==> images/clk_routes.png <==
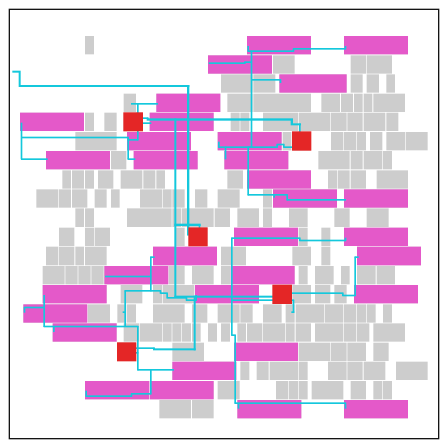
==> images/power_grid.png <==
Pins as bars on the die edge. Tap cells in grey.
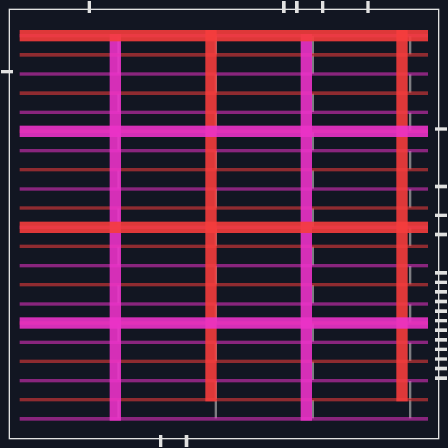
--- src/rtl/parking_gate_ctrl.sv ---
// Parking-lot gate sequencer: entry password check, timed gate opening,
// wrong-password lockout and occupancy tracking, all timed by a prescaled tick.
module parking_gate_ctrl #(
    parameter int         TICK_DIV   = 1000,
    parameter logic [7:0] PASSWORD   = 8'hA5,
    parameter int         PASS_TICKS = 10,
    parameter int         OPEN_TICKS = 5,
    parameter int         LOCK_TICKS = 20,
    parameter int         MAX_TRIES  = 3,
    parameter int         CAPACITY   = 8
) (
    input  logic       clk,
    input  logic       reset,
    input  logic       sensor_entry,
    input  logic       sensor_exit,
    input  logic       pass_valid,
    input  logic [7:0] pass_data,
    output logic       gate_open,
    output logic       green_led,
    output logic       red_led,
    output logic       alarm,
    output logic [1:0] state,
    output logic [3:0] spaces_free,
    output logic       full
);

    typedef enum logic [1:0] {
        IDLE      = 2'd0,
        WAIT_PASS = 2'd1,
        GATE_OPEN = 2'd2,
        ALARM     = 2'd3
    } state_t;

    localparam int PW   = (TICK_DIV > 1) ? $clog2(TICK_DIV) : 1;
    localparam int MAXT = (PASS_TICKS > OPEN_TICKS)
                        ? ((PASS_TICKS > LOCK_TICKS) ? PASS_TICKS : LOCK_TICKS)
                        : ((OPEN_TICKS > LOCK_TICKS) ? OPEN_TICKS : LOCK_TICKS);
    localparam int EW   = $clog2(MAXT + 1);

    localparam logic [PW-1:0] PRE_LAST  = PW'(TICK_DIV - 1);
    localparam logic [PW-1:0] PRE_ONE   = PW'(1);
    localparam logic [EW-1:0] ELA_ONE   = EW'(1);
    localparam logic [EW-1:0] PASS_LAST = EW'(PASS_TICKS - 1);
    localparam logic [EW-1:0] OPEN_LAST = EW'(OPEN_TICKS - 1);
    localparam logic [EW-1:0] LOCK_LAST = EW'(LOCK_TICKS - 1);
    localparam logic [3:0]    CAP       = 4'(CAPACITY);
    localparam logic [2:0]    TRIES_MAX = 3'(MAX_TRIES);

    state_t        st, st_nxt;
    logic [PW-1:0] prescaler;
    logic [EW-1:0] elapsed;
    logic [2:0]    tries, tries_nxt;
    logic [3:0]    occupied, occ_nxt;
    logic          dir, dir_nxt;   // 0 = car entering, 1 = car leaving
    logic          tick;
    logic          is_full;

    assign tick    = (prescaler == PRE_LAST);
    assign is_full = (occupied == CAP);
    assign state   = st;

    // pass_valid is a one-cycle strobe with no ready/backpressure: it qualifies
    // pass_data on that cycle only and is consumed solely in WAIT_PASS.
    always_comb begin
        st_nxt    = st;
        tries_nxt = tries;
        occ_nxt   = occupied;
        dir_nxt   = dir;
        case (st)
            IDLE: begin
                if (sensor_exit && (occupied != 4'd0)) begin
                    st_nxt  = GATE_OPEN;
                    dir_nxt = 1'b1;
                end else if (sensor_entry && !is_full) begin
                    st_nxt    = WAIT_PASS;
                    tries_nxt = 3'd0;
                end
            end
            WAIT_PASS: begin
                if (pass_valid) begin
                    if (pass_data == PASSWORD) begin
                        st_nxt  = GATE_OPEN;
                        dir_nxt = 1'b0;
                    end else begin
                        tries_nxt = tries + 3'd1;
                        if (tries_nxt == TRIES_MAX)
                            st_nxt = ALARM;
                    end
                end else if (tick && (elapsed == PASS_LAST)) begin
                    st_nxt = IDLE;
                end
            end
            GATE_OPEN: begin
                if (tick && (elapsed == OPEN_LAST)) begin
                    st_nxt = IDLE;
                    if (dir)
                        occ_nxt = (occupied == 4'd0) ? 4'd0 : occupied - 4'd1;
                    else
                        occ_nxt = (occupied == CAP) ? CAP : occupied + 4'd1;
                end
            end
            ALARM: begin
                if (tick && (elapsed == LOCK_LAST)) begin
                    st_nxt    = IDLE;
                    tries_nxt = 3'd0;
                end
            end
            default: st_nxt = IDLE;
        endcase
    end

    // Outputs are decoded from the next-state values so they switch on the
    // same edge as the state register.
    always_ff @(posedge clk or posedge reset) begin
        if (reset) begin
            st          <= IDLE;
            prescaler   <= '0;
            elapsed     <= '0;
            tries       <= 3'd0;
            occupied    <= 4'd0;
            dir         <= 1'b0;
            gate_open   <= 1'b0;
            green_led   <= 1'b0;
            red_led     <= 1'b0;
            alarm       <= 1'b0;
            spaces_free <= CAP;
            full        <= 1'b0;
        end else begin
            st       <= st_nxt;
            tries    <= tries_nxt;
            occupied <= occ_nxt;
            dir      <= dir_nxt;
            if (st_nxt != st) begin
                prescaler <= '0;
                elapsed   <= '0;
            end else if (tick) begin
                prescaler <= '0;
                elapsed   <= elapsed + ELA_ONE;
            end else begin
                prescaler <= prescaler + PRE_ONE;
            end
            gate_open   <= (st_nxt == GATE_OPEN);
            green_led   <= (st_nxt == GATE_OPEN);
            alarm       <= (st_nxt == ALARM);
            red_led     <= (st_nxt == WAIT_PASS) || (st_nxt == ALARM) ||
                           ((st_nxt == IDLE) && (occ_nxt == CAP));
            spaces_free <= CAP - occ_nxt;
            full        <= (occ_nxt == CAP);
        end
    end

endmodule
--- config.mk ---
export PLATFORM = sky130hd
export DESIGN_NAME = parking_gate_ctrl
export DESIGN_NICKNAME = d
export VERILOG_FILES = /design/src/rtl/parking_gate_ctrl.sv
export SDC_FILE = /design/constraint.sdc
export NUM_CORES = 1
export LEC_CHECK = 0
export CAP_MARGIN = 20
export CORE_MARGIN = 1
export CORE_UTILIZATION = 55
export DETAILED_ROUTE_END_ITERATION = 10
export DONT_BUFFER_PORTS = 1
export MAX_ROUTING_LAYER = met4
export PLACE_DENSITY = 0.79
export SLEW_MARGIN = 15
export SYNTH_ARGS = -nofsm -noshare
export SYNTH_HDL_FRONTEND = slang
export SYNTH_SLANG_ARGS = --single-unit
--- constraint.sdc ---
create_clock -name clk -period 3.8 [get_ports clk]
set_input_delay 0.95 -clock clk [delete_from_list [all_inputs] [get_ports clk]]
set_output_delay 0.95 -clock clk [all_outputs]
set_load 0.01 [all_outputs]
==> results.toml <==
# synthesis and place-and-route metrics
[outcome]
status = "finished clean"

[final_layout]
signal_buffers = 1
clk_share = 0.0255
final_cells = 241
top_register = "prescaler"
inverters_excl_clock = 12
mostFrequentLayoutCells = "31 x dfrtp_1, 21 x nor2_1, 16 x nand2_1"
nets = 218
design_area_mm2 = 0.00196
finish.utilization = 0.622
fillers = 275
flops = 32
comb_cells = 144
flop_area_um2 = 802
layout_top_cell = "dfrtp_1"

[floorplanning]
nWellTaps = 44
boundaryPins = 24
fp_util = 0.602
num_rows = 20

[drt]
vias = 1387
wl_um = 3590
wl_met2_um = 1730
first_pass_iters = 4
highest_layer = "met4"
wl_met3_um = 177
ant_nets = 0

[placement]
port_buffers = 0
post_dp_cell_area_mm2 = 0.00191
place_inst = 233

[synth]
fp_nets = 218
netlist.area_leader.share = 0.408
xor_share = 0.0646
synthAoiAreaFrac = 0.122
ys_ff = 32
ys_seq_frac = 0.422
ys_top_logic_family = "simple AND/OR/NAND/NOR gates"
syn_area_per_cell_um2 = 9.69
synthArstFlopShare = 1.00
yosys_area_mm2 = 0.00190

[setup_path]
crit_chain = "inv_1 -> ha_1 -> nor3b_2 -> nand3b_1 -> o21ai_0 -> nand2b_1 -> a221o_2 -> nor3_1"
worstSetupStartpoint = "occupied[0]"
slowest_delay_ps = 510
cp.required_ps = 4060

[sta]
finalCritPeriodShare = 0.613
grt_setup_unrepaired = "false"
worst_pin_slew_ps = 917
setup_viol = 0
fmax_mhz = 429
fin_ws_ps = 1470
hold_ws_ps = 488

[power]
p_seq_frac = 0.634
combPwrFrac = 0.017
powerComb_mw = 0.00930
pg_seq_mw = 0.340
p_int_mw = 0.414

[grt]
grt_pass1_vias = 1358
grt_pass1_wl_um = 6070
met3_usage = 0.0597
grt_max_degree = 25
globalRouteMet1Util = 0.282
busiest_layer = "met2"
grt-ovfl-total = 0

[hold_path]
hold_path.class = "reg2reg"
worst_hold_startpoint = "prescaler[0]"

[clocking]
clockBufferDepth = 2
ctsHoldBuffers = 0
cts_tree = "built"

[flow_run]
warnings = 30
## Picture notes: clk_routes.png
- magenta: flip-flops (count 32)
- cyan: clock wires (length 417 µm)
- red: clock drivers (count 5)
- flops lie: all over the die
Clock Skew: 18.3 ps
Latency at later pin: 340 ps
clk pwr: 0.187 mW
Clock power frac: 0.348

## Picture notes: power_grid.png
- magenta: VSS
- red: VDD
- rows: 20
- signal pins: 24
- tap cells: 44
Peak VDD IR: 0.000184 V
Chip Width: 60.8 µm
Die H: 60.8 µm
core area: 0.00315 mm²

No activity file was given, so power comes from the tool's default toggle rates.
